Fig. 1: run 1, routing congestion
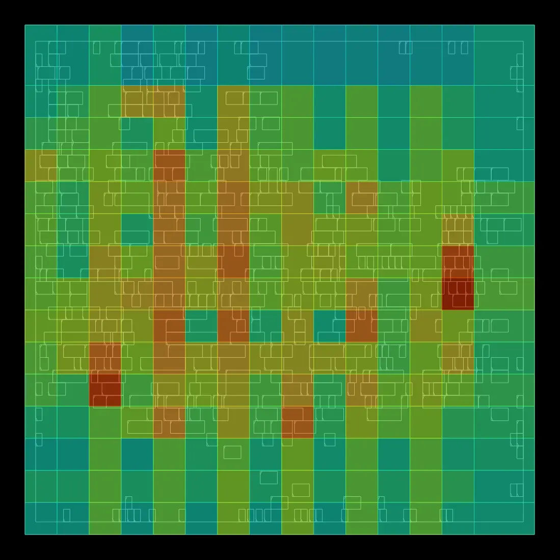
Fig. 2: run 1, cell classes on the final placement
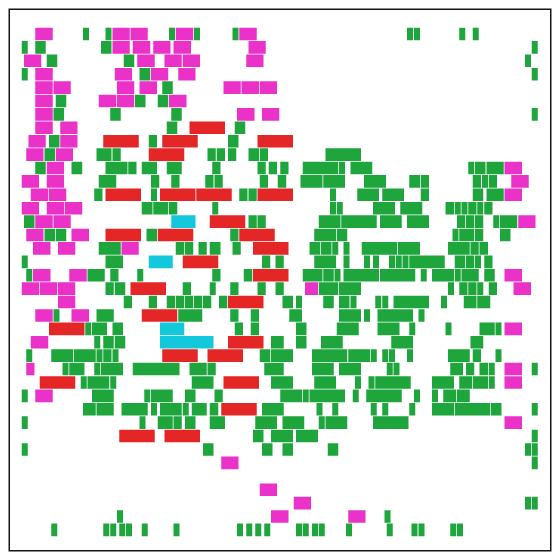
Fig. 3: run 1, sequential cells grouped by signal name
The bar under the picture is 20 um long. Other sequential cells in the stronger gray, the rest of the logic in the fainter gray.
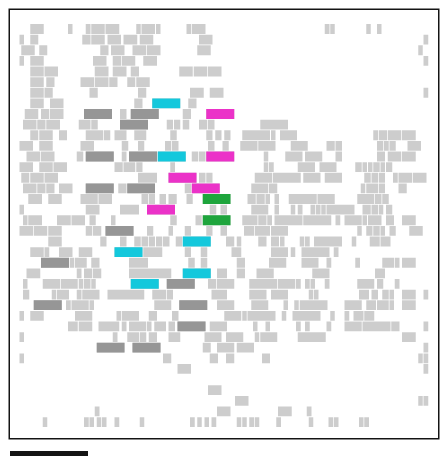
**src/rtl/block_pixel_fetch.sv**
```systemverilog
// Fetches one 8x8 pixel block from a planar YUV image in SRAM (two pixels per
// word, 2-cycle read latency) and writes it row-major into a dual-port RAM.
module block_pixel_fetch #(
  parameter logic [17:0] Y_BASE = 18'd0,
  parameter logic [17:0] U_BASE = 18'd38400,
  parameter logic [17:0] V_BASE = 18'd57600
) (
  input  logic        Clock,
  input  logic        Reset,
  input  logic        Start,
  input  logic [1:0]  Plane,
  input  logic [5:0]  Block_col,
  input  logic [4:0]  Block_row,
  output logic [17:0] SRAM_address,
  input  logic [15:0] SRAM_read_data,
  output logic        SRAM_we_n,
  output logic [6:0]  DP_address_a,
  output logic [6:0]  DP_address_b,
  output logic [31:0] DP_write_data_a,
  output logic [31:0] DP_write_data_b,
  output logic        DP_we,
  output logic        Busy,
  output logic        Done,
  output logic        Err
);

  typedef enum logic [1:0] {IDLE, READ, DRAIN, DONE} state_t;

  state_t      state, state_next;
  logic [4:0]  cnt;         // READ: {r, k}; DRAIN: cycle index
  logic [1:0]  plane_q;
  logic [5:0]  col_q;
  logic [4:0]  row_q;
  logic [1:0]  valid_pipe;  // tracks addresses in flight through the SRAM
  logic [4:0]  wcnt;        // index of the next returned word
  logic        err_q;
  logic        legal;
  logic        accept;
  logic [17:0] base;
  logic [17:0] pitch;
  logic [17:0] line_off;
  logic [17:0] col_off;

  // NOTE: every always_comb output gets a default first so no path leaves it
  // unassigned, which would otherwise infer a latch.
  always_comb begin
    legal = 1'b1;
    if (Plane == 2'd3)                        legal = 1'b0;
    if (Block_row > 5'd29)                    legal = 1'b0;
    if (Plane == 2'd0 && Block_col > 6'd39)   legal = 1'b0;
    if (Plane != 2'd0 && Block_col > 6'd19)   legal = 1'b0;
  end

  assign accept = (state == IDLE) && Start && legal;

  always_comb begin
    state_next = state;
    case (state)
      IDLE:    if (accept) state_next = READ;
      READ:    if (cnt == 5'd31) state_next = DRAIN;
      DRAIN:   if (cnt == 5'd1) state_next = DONE;
      DONE:    state_next = IDLE;
      default: state_next = IDLE;
    endcase
  end

  // Word address of pixel row (8*row + r), word column (4*col + k).
  always_comb begin
    base  = V_BASE;
    pitch = 18'd80;
    case (plane_q)
      2'd0: begin base = Y_BASE; pitch = 18'd160; end
      2'd1: begin base = U_BASE; pitch = 18'd80;  end
      default: ;
    endcase
    line_off     = {10'd0, row_q, cnt[4:2]} * pitch;
    col_off      = {10'd0, col_q, cnt[1:0]};
    SRAM_address = '0;
    if (state == READ) SRAM_address = base + line_off + col_off;
  end

  // NOTE: sequential state uses non-blocking assignments so every register
  // samples pre-edge values regardless of statement order.
  always_ff @(posedge Clock) begin
    if (Reset) begin
      state      <= IDLE;
      cnt        <= '0;
      plane_q    <= '0;
      col_q      <= '0;
      row_q      <= '0;
      valid_pipe <= '0;
      wcnt       <= '0;
      err_q      <= 1'b0;
    end else begin
      state      <= state_next;
      err_q      <= (state == IDLE) && Start && !legal;
      valid_pipe <= {valid_pipe[0], state == READ};
      if (accept) begin
        plane_q <= Plane;
        col_q   <= Block_col;
        row_q   <= Block_row;
        cnt     <= '0;
        wcnt    <= '0;
      end else begin
        // cnt wraps 31 -> 0 on leaving READ, so DRAIN counts from zero
        if (state == READ || state == DRAIN) cnt <= cnt + 5'd1;
        if (valid_pipe[1]) wcnt <= wcnt + 5'd1;
      end
    end
  end

  assign SRAM_we_n       = 1'b1;
  assign DP_we           = valid_pipe[1];
  assign DP_address_a    = DP_we ? {wcnt, 1'b0} : '0;
  assign DP_address_b    = DP_we ? {wcnt, 1'b1} : '0;
  assign DP_write_data_a = DP_we ? {24'd0, SRAM_read_data[15:8]} : '0;
  assign DP_write_data_b = DP_we ? {24'd0, SRAM_read_data[7:0]} : '0;
  assign Busy            = (state != IDLE);
  assign Done            = (state == DONE);
  assign Err             = err_q;

endmodule
```
**config.mk**
```make
export PLATFORM = sky130hd
export DESIGN_NAME = block_pixel_fetch
export DESIGN_NICKNAME = d
export VERILOG_FILES = /design/src/rtl/block_pixel_fetch.sv
export SDC_FILE = /design/constraint.sdc
export NUM_CORES = 1
export LEC_CHECK = 0
export CORE_MARGIN = 2
export CORE_UTILIZATION = 30
export DETAILED_ROUTE_END_ITERATION = 7
export PLACE_DENSITY = 0.55
export SLEW_MARGIN = 20
export SYNTH_ARGS = -nofsm -noshare
export SYNTH_HDL_FRONTEND = slang
export SYNTH_SLANG_ARGS = --single-unit
```
**constraint.sdc**
```tcl
create_clock -name Clock -period 6.62 [get_ports Clock]
set_clock_uncertainty 0.2 [all_clocks]
set_input_delay 0.993 -clock Clock [delete_from_list [all_inputs] [get_ports Clock]]
set_output_delay 0.993 -clock Clock [all_outputs]
set_load 0.01 [all_outputs]
```
==> qor.yml, run 1 <==
critical_path:
  cp_slowest_stage_delay_ns: 0.55
  critical_path_buf_inv_count: 4
  endpoint_kind: "primary output"
  worstPathArrival_ns: 5.07
  crit_chain: "nor2_2 -> buf_4 -> mux2_2 -> ha_1 -> inv_1 -> fa_1 -> fa_1 -> fa_1 -> inv_1 -> ha_1 -> a21oi_1 -> nand4b_1 -> o21ai_0 -> mux2i_1 -> clkdlybuf4s50_1"
  reg2reg_from: "state[0]"
logic_synthesis:
  netlist_instances: 412
  largest_area_cell: "ha_1"
  ys_warn_count: 0
floorplanning:
  boundaryPins: 133
  die_y_um: 110
  nWellTaps: 140
  initial_utilization_pct: 30.9
  core_region_area_um2: 10800
power:
  power_frac_clock_pct: 20.0
  totalPowerFinal_w: 0.000664
layout:
  syn_to_final_growth_pct: 21.6
  inverters_excl_clock: 39
  multiInputCombCellCount: 317
  flops: 28
cts:
  clock-root-buffer: "clkbuf_8"
  cts_setup_buffers: 0
sta:
  fin_crit_sh_pct: 94.6
  slew_headroom_pct: 37.4
  slew_violations: 0
detailed_routing:
  initialDrtViolationCount: 107
  wire_per_inst_um: 11.9
  firstDrtPassIters: 4
  vias: 2687
placed_design:
  dp_hpwl_um: 6010
flow_run:
  maxCapViolations: 0
  tool_warnings: 33
status:
  outcome: "completed"
global_route:
  grtUsageTotal_pct: 12.0
  met3_usage_pct: 1.78
Notes on Fig. 1 above:
utilization after layout: 37.5%
met2 usage: 21.7%

Notes on Fig. 2 above:
- cyan: clock drivers and dummy loads (cells 4; share of their area 1.8%)
- red: sequential cells (cells 28; share of their area 14%)
- magenta: remaining buffers and delay cells (cells 81; share of their area 21%)
- green: combinational and other logic (cells 356; share of their area 63%)

Notes on Fig. 3 above:
- green: `plane_q` (sequential cells 2)
- magenta: `row_q` (sequential cells 5; where middle)
- cyan: `col_q` (sequential cells 6)
- not colored: 15
P_seq: 0.000207 W
Seq area share: 13.8%
register area: 561 um2

-- run 1: logic make-up (layout without fill, tap and decap cells) --
family,count (synthesis),after routing,synth area share [%]
flip-flops,28,28,16.8
adder cells (fa/ha/maj),62,62,26.6
XOR/XNOR,9,9,2.36
other,2,56,0.225
AND-OR/OR-AND,61,61,11.4
AND/OR/NAND/NOR,118,118,19.0
buffers and inverters,121,124,20.3
multiplexers,11,11,3.40
-- run 1: power groups by stage --
stage,Combinational [W],Sequential (W),Clock [W]
after floorplan,0.000247,0.000203,0
final,0.000324,0.000207,0.000133
after global placement,0.000320,0.000210,0
after global routing,0.000367,0.000210,0.000142
after CTS,0.000327,0.000207,0.000138
after detailed placement,0.000324,0.000211,0
Fig. 4: run 1, routed metal per tile
The bar under the picture is 20 um long. The die is cut into 22 by 22 equal tiles; dark blue is low, red is high, scaled to the fullest tile. Values are wire area over tile area, all layers added.
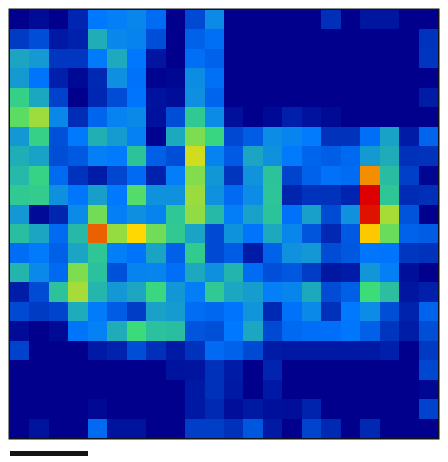

==> run 2: changes to the inputs <==
--- a/config.mk
+++ b/config.mk
@@ -6,9 +6,9 @@
 export NUM_CORES = 1
 export LEC_CHECK = 0
 export CORE_MARGIN = 2
-export CORE_UTILIZATION = 30
+export CORE_UTILIZATION = 45
 export DETAILED_ROUTE_END_ITERATION = 7
-export PLACE_DENSITY = 0.55
+export PLACE_DENSITY = 0.79
 export SLEW_MARGIN = 20
 export SYNTH_ARGS = -nofsm -noshare
 export SYNTH_HDL_FRONTEND = slang
Fig. 5: run 2, routed metal per tile
The bar under the picture is 20 um long. The die is cut into 18 by 18 equal tiles; dark blue is low, red is high, scaled to the fullest tile. Values are wire area over tile area, all layers added.
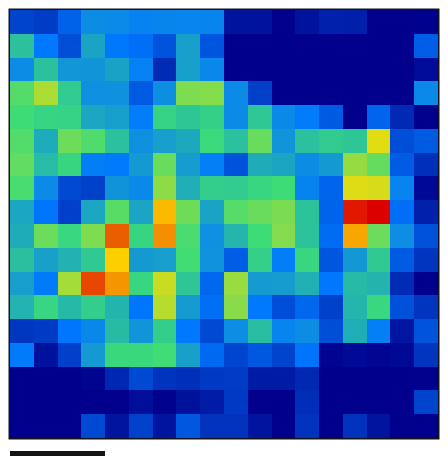
- tiles over half the peak: 14%
- nearly empty tiles: 19%
- fullest tile: 0.51
- mean over tiles: 0.14
DR vias: 2726
Total Routed Length: 7090 um
GRT Overall Usage: 16.7%
Wirelength per Cell: 12.5 um

Fig. 6: run 2, routing congestion
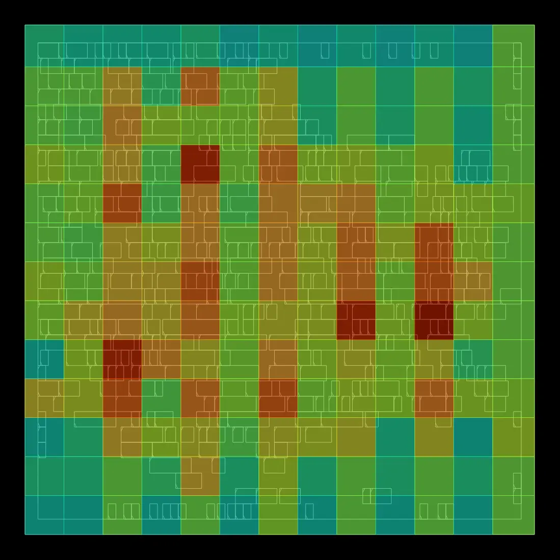
utilization after layout: 55.6%
M1 GR Usage: 20.2%
met2 usage: 32.1%
met3 Use GR: 1.51%
most used routing layer: met2

==> run 2 against run 1 <==
- via count grew 1.5%
- combinational power barely moved
- cell area decreased by 1.3%
- global-route usage rose by 4.6 points
- first-iteration DRC count decreased by 44%
- flip-flop count unchanged
- wire length shrank 2.0%
- synthesized area unchanged
- power increased by 0.23%
- register-to-register slack improved by 0.03 ns
- highest routed layer unchanged
==> qor.yml, run 2 <==
status:
  outcome: "completed"
floorplanning:
  core_region_area_um2: 7210
  row_count: 31
  initial_utilization_pct: 46.4
  die_x_um: 90.2
  nWellTaps: 99
  die_y_um: 90.2
  boundaryPins: 133
sta:
  slew_violations: 0
  slew_headroom_pct: 37.4
  final-setup-viol-count: 0
  fin_crit_sh_pct: 95.2
  tightest_slew_ns: 0.936
  rsz0062_at_grt: "false"
detailed_routing:
  drtAntennaViolNets: 0
  drt-met1-wl_um: 2890
  viasPerCell: 4.80
  firstDrtPassIters: 4
  routed-wl-met3_um: 358
  initialDrtViolationCount: 60
critical_path:
  worstPathArrival_ns: 5.11
  critical_path_buf_inv_count: 3
  endpoint_kind: "primary output"
  cp.required_ns: 5.43
  crit_chain: "nor2_1 -> mux2_2 -> ha_1 -> inv_1 -> fa_1 -> fa_1 -> fa_1 -> inv_1 -> ha_1 -> a21oi_1 -> o21ai_0 -> a21oi_1 -> mux2i_1 -> clkdlybuf4s50_1"
  critical_path_class: "reg2out"
  cp_slowest_stage_delay_ns: 0.56
  critPathTopFamily: "adder cells"
logic_synthesis:
  ys_async_sr_fraction_pct: 0
  ys_area_um2: 3340
  muxShareOfSynthArea_pct: 3.40
  netlist_area_um2: 3340
  yosys_most_used_dff: "dfxtp_1"
  ys_sh_simple_pct: 19.0
  largest_area_cell: "ha_1"
  top_area_share_pct: 17.6
  edf_count: 0
  synthAoiAreaFrac_pct: 11.4
  ys_types: 38
  ys_sh_adder_pct: 26.6
  ys_warn_count: 0
  synth-xor-area-share_pct: 2.36
  top_logic_kind: "adder cells"
  netlist_instances: 412
cts:
  insertion_delay_ns: 0.27
  clock-sinks: 28
  cts_setup_buffers: 0
  cts_max_level: 1
  clk_pin_slew_worst_paths_ns: 0.10
  cts-hold-fix-buffers: 0
  clock-root-buffer: "clkbuf_8"
placed_design:
  gp_congestion: 0.845
  portBuffers: 80
  dp_hpwl_um: 5890
global_route:
  antenna_found_initial: 0
  grt_overflow: 0
  grt_pass1_vias: 2585
  grt_max_degree: 35
layout:
  finalInstanceArea_um2: 4010
  buffers: 81
  nFillCells: 683
  seq_area_um2: 561
  largest_reg_flops: 6
  inverters_excl_clock: 39
  final_cells: 568
  n_antenna_cell: 0
  regMostFlops: "col_q"
  comb_share_pct: 57.5
  syn_to_final_growth_pct: 20.0
  multiInputCombCellCount: 317
  flops: 28
  sh_seq_area_pct: 14.0
  drive_gt1_share_pct: 2.77
power:
  power.group.top: "combinational cells"
  sequentialPower_w: 0.000206
  power_combinational_w: 0.000325
  powerDensity_nw_per_um2: 166
  peakVddDrop_mv: 0.182
  seqPwrFrac_pct: 31.0
  power_frac_clock_pct: 20.2
  clock_power_w: 0.000134
  p_int_w: 0.000412
flow_run:
  maxCapViolations: 0
  tool_warnings: 33
run 2: final timing paths:
| path | from | to | slack [ns] | cells after the start |
|---|---|---|---|---|
| max | plane_q[1] | SRAM_address[15] | 0.32 | 14 |
| min | valid_pipe[0] | valid_pipe[1] | 0.26 | 1 |
| max reg2reg | state[0] | state[1] | 4.16 | 5 |
| min reg2reg | valid_pipe[0] | valid_pipe[1] | 0.26 | 1 |
run 2: routing by layer:
metal / track usage [%] / up-vias
li1: - / 1355
met1: 20.2 / 1263
met2: 32.1 / 104
met3: 1.51 / 4
met4: 2.95 / 0
met5: 0 / -
run 2: through the flow:
step / setup WS, ns / total power, W
final: 0.319 / 0.000665
after global routing: 0.0371 / 0.000714
after CTS: 0.325 / 0.000669
after floorplan: 1.32 / 0.000450
after detailed placement: 0.646 / 0.000534
after global placement: 0.811 / 0.000522
Power is estimated from default activity; no workload was simulated.
